Figure 1. Placement view.
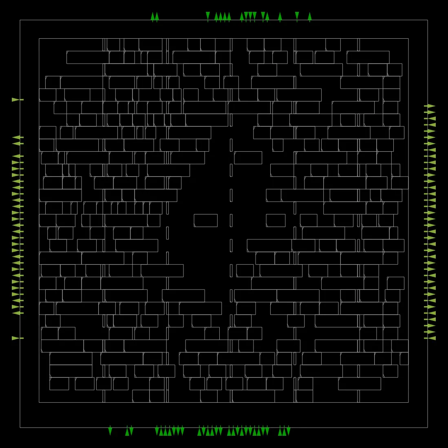
Figure 2. Cell classes on the final placement.
Fill, decap, tap and diode cells in grey.
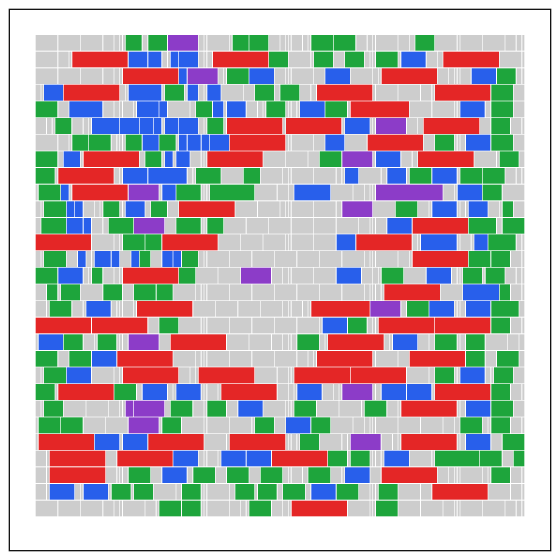
Figure 3. I/O nets highlighted.
Scale bar: 20 µm.
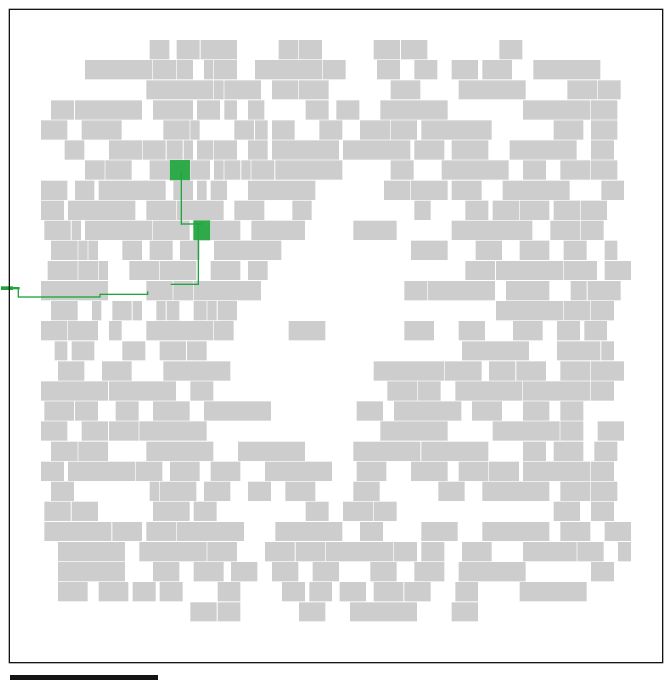
Figure 4. Signal metal coverage by tile.
18 x 18 tiles, from dark blue (low) to red (high), scaled to the fullest tile. Values are wire area over tile area, all layers added.
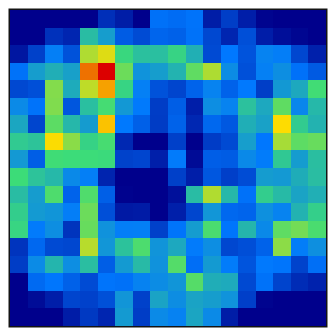
Figure 5. Supply network.
Scale bar: 20 µm. Pins as bars on the die edge. Tap cells in grey.
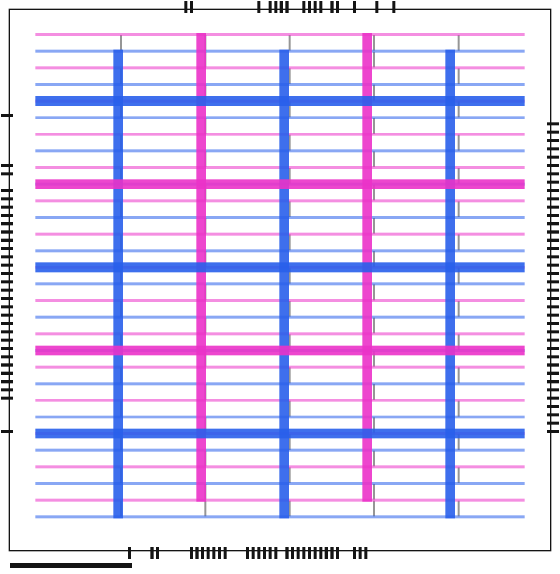
<file path="config.mk">
export PLATFORM = sky130hd
export DESIGN_NAME = id_ex_hazard_stage
export DESIGN_NICKNAME = d
export VERILOG_FILES = /design/src/rtl/id_ex_hazard_stage.sv
export SDC_FILE = /design/constraint.sdc
export NUM_CORES = 1
export LEC_CHECK = 0
export ABC_AREA = 0
export CAP_MARGIN = 25
export CORE_MARGIN = 4
export CORE_UTILIZATION = 36
export DETAILED_ROUTE_END_ITERATION = 8
export MAX_ROUTING_LAYER = met4
export PLACE_DENSITY = 0.75
export SYNTH_ARGS = -nofsm -noshare
export SYNTH_HDL_FRONTEND = slang
export SYNTH_SLANG_ARGS = --single-unit
</file>
<file path="constraint.sdc">
create_clock -name clk -period 1.6 [get_ports clk]
set_clock_uncertainty 0.2 [all_clocks]
set_input_delay 0.32 -clock clk [delete_from_list [all_inputs] [get_ports clk]]
set_output_delay 0.32 -clock clk [all_outputs]
set_load 0.01 [all_outputs]
</file>
<file path="src/rtl/id_ex_hazard_stage.sv">
// id_ex_hazard_stage: ID/EX pipeline register with load-use hazard detection,
// flush/freeze handling and a saturating load-use bubble counter.
module id_ex_hazard_stage #(
    parameter int DATA_W = 16,
    parameter int REG_AW = 3,
    parameter int CNT_W  = 8
) (
    input  logic              clk,
    input  logic              rst_n,
    input  logic              id_valid_i,
    input  logic [REG_AW-1:0] id_rsrc1_i,
    input  logic [REG_AW-1:0] id_rsrc2_i,
    input  logic              id_use1_i,
    input  logic              id_use2_i,
    input  logic [REG_AW-1:0] id_rdst_i,
    input  logic              id_wb_i,
    input  logic              id_mem_read_i,
    input  logic              id_mem_write_i,
    input  logic [3:0]        id_alu_op_i,
    input  logic [DATA_W-1:0] id_op1_i,
    input  logic [DATA_W-1:0] id_op2_i,
    input  logic              flush_i,
    input  logic              freeze_i,
    output logic              stall_if_id_o,
    output logic              ex_valid_o,
    output logic              ex_wb_o,
    output logic              ex_mem_read_o,
    output logic              ex_mem_write_o,
    output logic [REG_AW-1:0] ex_rsrc1_o,
    output logic [REG_AW-1:0] ex_rsrc2_o,
    output logic [REG_AW-1:0] ex_rdst_o,
    output logic [3:0]        ex_alu_op_o,
    output logic [DATA_W-1:0] ex_op1_o,
    output logic [DATA_W-1:0] ex_op2_o,
    output logic [CNT_W-1:0]  load_use_cnt_o
);
    logic              valid_q, valid_d, wb_q, wb_d, mr_q, mr_d, mw_q, mw_d;
    logic [REG_AW-1:0] rsrc1_q, rsrc1_d, rsrc2_q, rsrc2_d, rdst_q, rdst_d;
    logic [3:0]        alu_q, alu_d;
    logic [DATA_W-1:0] op1_q, op1_d, op2_q, op2_d;
    logic [CNT_W-1:0]  cnt_q, cnt_d;
    logic              hz, bubble;

    assign hz = id_valid_i & valid_q & mr_q & wb_q &
                ((id_use1_i & (id_rsrc1_i == rdst_q)) | (id_use2_i & (id_rsrc2_i == rdst_q)));
    assign bubble        = flush_i | hz;
    assign stall_if_id_o = freeze_i | (hz & ~flush_i);

    always_comb begin
        valid_d = valid_q;
        wb_d    = wb_q;
        mr_d    = mr_q;
        mw_d    = mw_q;
        rsrc1_d = rsrc1_q;
        rsrc2_d = rsrc2_q;
        rdst_d  = rdst_q;
        alu_d   = alu_q;
        op1_d   = op1_q;
        op2_d   = op2_q;
        cnt_d   = cnt_q;
        if (!freeze_i) begin
            // control bits are gated by the resulting valid so bubbles and invalid slots carry no side effects
            valid_d = id_valid_i & ~bubble;
            wb_d    = id_wb_i & valid_d;
            mr_d    = id_mem_read_i & valid_d;
            mw_d    = id_mem_write_i & valid_d;
            rsrc1_d = id_rsrc1_i;
            rsrc2_d = id_rsrc2_i;
            rdst_d  = id_rdst_i;
            alu_d   = id_alu_op_i;
            op1_d   = id_op1_i;
            op2_d   = id_op2_i;
            cnt_d   = (hz & ~flush_i & ~&cnt_q) ? cnt_q + CNT_W'(1) : cnt_q;
        end
    end

    always_ff @(posedge clk or negedge rst_n) begin
        if (!rst_n) begin
            valid_q <= 1'b0;
            wb_q    <= 1'b0;
            mr_q    <= 1'b0;
            mw_q    <= 1'b0;
            rsrc1_q <= '0;
            rsrc2_q <= '0;
            rdst_q  <= '0;
            alu_q   <= '0;
            op1_q   <= '0;
            op2_q   <= '0;
            cnt_q   <= '0;
        end else begin
            valid_q <= valid_d;
            wb_q    <= wb_d;
            mr_q    <= mr_d;
            mw_q    <= mw_d;
            rsrc1_q <= rsrc1_d;
            rsrc2_q <= rsrc2_d;
            rdst_q  <= rdst_d;
            alu_q   <= alu_d;
            op1_q   <= op1_d;
            op2_q   <= op2_d;
            cnt_q   <= cnt_d;
        end
    end

    assign ex_valid_o     = valid_q;
    assign ex_wb_o        = wb_q;
    assign ex_mem_read_o  = mr_q;
    assign ex_mem_write_o = mw_q;
    assign ex_rsrc1_o     = rsrc1_q;
    assign ex_rsrc2_o     = rsrc2_q;
    assign ex_rdst_o      = rdst_q;
    assign ex_alu_op_o    = alu_q;
    assign ex_op1_o       = op1_q;
    assign ex_op2_o       = op2_q;
    assign load_use_cnt_o = cnt_q;
endmodule
</file>
==> impl_metrics.xml <==
<?xml version="1.0" encoding="UTF-8"?>
<metrics>
  <group name="run_status">
    <metric name="status" unit="">finished, violations left</metric>
    <metric name="violations" unit="">negative setup slack</metric>
  </group>
  <group name="grt">
    <metric name="grt_use_met3" unit="%">5.77</metric>
    <metric name="antenna_found_initial" unit="">0</metric>
    <metric name="gr-total-overflow" unit="">0</metric>
    <metric name="maximum_number_of_pins_on_one_net_before_global_route_repair" unit="">58</metric>
    <metric name="grt.met1_usage" unit="%">18.4</metric>
    <metric name="grt_pass1_vias" unit="">1875</metric>
  </group>
  <group name="routing">
    <metric name="route.met2.wl" unit="mm">2.71</metric>
    <metric name="number_of_design_rule_violations_left_by_the_first_detailed_router_iteration" unit="">40</metric>
    <metric name="post_drt_via_cell_ratio" unit="">4.71</metric>
    <metric name="routed_wire_length_per_instance" unit="µm">15.2</metric>
    <metric name="drt_wl_total" unit="mm">5.79</metric>
    <metric name="route.top_layer_used" unit="">met4</metric>
  </group>
  <group name="setup_path">
    <metric name="timing.reg2reg.setup_slack" unit="ns">-0.48</metric>
    <metric name="worstPathCellList" unit="">xnor2_1 &gt; nand4_1 &gt; a21oi_4 &gt; a21o_2 &gt; buf_6</metric>
    <metric name="worst-endpoint-required" unit="ns">1.08</metric>
    <metric name="crit_path_end_kind" unit="">output port</metric>
    <metric name="max_stage_delay" unit="ns">0.43</metric>
    <metric name="worstPathMaxFanout" unit="">4</metric>
    <metric name="worst_setup_path_start_kind" unit="">register</metric>
  </group>
  <group name="clock_tree">
    <metric name="skew_pair_late_insertion_delay" unit="ns">0.34</metric>
    <metric name="cts.root.buffer_cell" unit="">sky130_fd_sc_hd__clkbuf_8</metric>
    <metric name="cts_tree" unit="">done</metric>
    <metric name="cts_inserted_buffers" unit="">9</metric>
    <metric name="clkSinkCount" unit="">57</metric>
    <metric name="clk_path_buf_depth" unit="">2</metric>
  </group>
  <group name="final_timing">
    <metric name="rsz0062_at_grt" unit="">true</metric>
    <metric name="setup_tns" unit="ns">-5.02</metric>
    <metric name="setup_viol" unit="">13</metric>
    <metric name="tightest_slew" unit="ns">0.310</metric>
    <metric name="max_clock_freq" unit="MHz">479</metric>
    <metric name="final.setup.worst_slack" unit="ns">-0.488</metric>
    <metric name="min_cycle_time_layout" unit="ns">2.09</metric>
  </group>
  <group name="power_and_ir_drop">
    <metric name="proportion_of_total_power_due_to_net_switching" unit="%">22.9</metric>
    <metric name="worst_vdd_ir" unit="mV">0.564</metric>
    <metric name="power.share.sequential" unit="%">43.6</metric>
    <metric name="power_of_the_combinational_group" unit="mW">0.618</metric>
    <metric name="combPwrFrac" unit="%">16.6</metric>
    <metric name="netSwitchingPower" unit="mW">0.854</metric>
    <metric name="clockNetworkPower" unit="mW">1.48</metric>
  </group>
  <group name="synth">
    <metric name="enable_flop_cells" unit="">0</metric>
    <metric name="simple_gate_share" unit="%">5.87</metric>
    <metric name="post_synth_most_frequent_cells" unit="">sky130_fd_sc_hd__dfrtp_1, sky130_fd_sc_hd__mux2_2, sky130_fd_sc_hd__xnor2_1</metric>
    <metric name="topCellsByArea" unit="">sky130_fd_sc_hd__dfrtp_1, sky130_fd_sc_hd__mux2_2, sky130_fd_sc_hd__xnor2_1</metric>
    <metric name="ys_dominant_reg_cell" unit="">sky130_fd_sc_hd__dfrtp_1</metric>
    <metric name="synth_top_cell_by_count" unit="">sky130_fd_sc_hd__dfrtp_1</metric>
    <metric name="synth_cells" unit="">160</metric>
    <metric name="netlist_logic_family_top" unit="">multiplexers</metric>
    <metric name="yosys_warnings" unit="">0</metric>
    <metric name="yosysChipArea" unit="µm²">2320</metric>
    <metric name="synthesis.area" unit="µm²">2320</metric>
    <metric name="synth.mux.area_fraction" unit="%">22.9</metric>
    <metric name="synth.cellmix.xorXnorShare" unit="%">4.15</metric>
    <metric name="syn_avg_cell_area" unit="µm²">14.5</metric>
  </group>
  <group name="hold_path">
    <metric name="worst_hold_path_type" unit="">in2reg</metric>
    <metric name="worstHoldEndpoint" unit="">ex_rsrc1_o[1]</metric>
  </group>
  <group name="layout">
    <metric name="layout-drive-gt1-share" unit="%">33.4</metric>
    <metric name="buffer_area_share" unit="%">32.1</metric>
    <metric name="antenna_cells" unit="">0</metric>
    <metric name="lay_top_count" unit="">sky130_fd_sc_hd__dfrtp_1</metric>
    <metric name="final.signal_buffer_count" unit="">135</metric>
    <metric name="area_growth" unit="%">68.0</metric>
    <metric name="layout.filler_cells" unit="">537</metric>
  </group>
  <group name="placement">
    <metric name="dpl-instance-area" unit="µm²">3640</metric>
    <metric name="preCtsSetupSlack" unit="ns">-0.999</metric>
    <metric name="dp_hpwl" unit="mm">4.06</metric>
  </group>
  <group name="flow_run">
    <metric name="drv.max_cap_violation_count" unit="">0</metric>
  </group>
</metrics>
-- Figure 1 (at the start) --
tapcell count: 77
layout sequential cell count: 57
area of the placeable core: 6310 µm²
final cell count without fillers: 382
fraction of the core area covered by cells at the end of the flow: 61.8%

-- Figure 2 (at the start) --
Blue is remaining logic cells, cells 97, share of their area 24%. Purple is clock drivers and dummy loads, cells 16, share of their area 6.0%. Red is sequential cells, cells 57, share of their area 38%. Green is remaining buffers and delay cells, cells 135, share of their area 33%.
fraction of area in registers: 36.6%
post-route cell area: 3900 µm²
number of placement rows: 29

-- Figure 3 (at the start) --
Green is id_valid_i, bits 1, direction input, edge west, end cells 2, buffers 1, wire 41.8 µm.
IO Count: 113
port buffer count: 112

-- Figure 4 (at the start) --
12% of the tiles are nearly empty. The mean over all tiles is 0.12. The fullest tile reaches 0.46. The emptiest ninth of the die: centre. 12% of the tiles are over half the peak.

-- Figure 5 (at the start) --
Magenta is VDD. Blue is VSS.
30 met1 rails follow the rows. 5 straps on met4. The core has 29 rows. 5 straps on met5.

==> what timing repair did <==
action | in CTS | in global routing
resized | 81 | 13
buffers inserted | 8 | 2
pin swaps | 4 | 3
endpoints found under the hold margin | 57 | 0
hold buffers | 1 | 0
setup endpoints to repair | 70 | 17
==> flip-flops by register name (all words and copies together) (netlist names) <==
signal	cells
ex_mem_read_o	1
ex_valid_o	1
ex_wb_o	1
ex_op1_o	16
ex_alu_op_o	4
ex_rsrc2_o	3
ex_rsrc1_o	3
load_use_cnt_o	8
ex_op2_o	16
ex_mem_write_o	1
ex_rdst_o	3
==> critical path: cells and delay by family, from the launching register on <==
kind | cells | cell delay (ns)
AND-OR/OR-AND | 2 | 0.35
AND/OR/NAND/NOR | 1 | 0.19
buffers and inverters | 1 | 0.09
flip-flops | 1 | 0.43
XOR/XNOR | 1 | 0.16
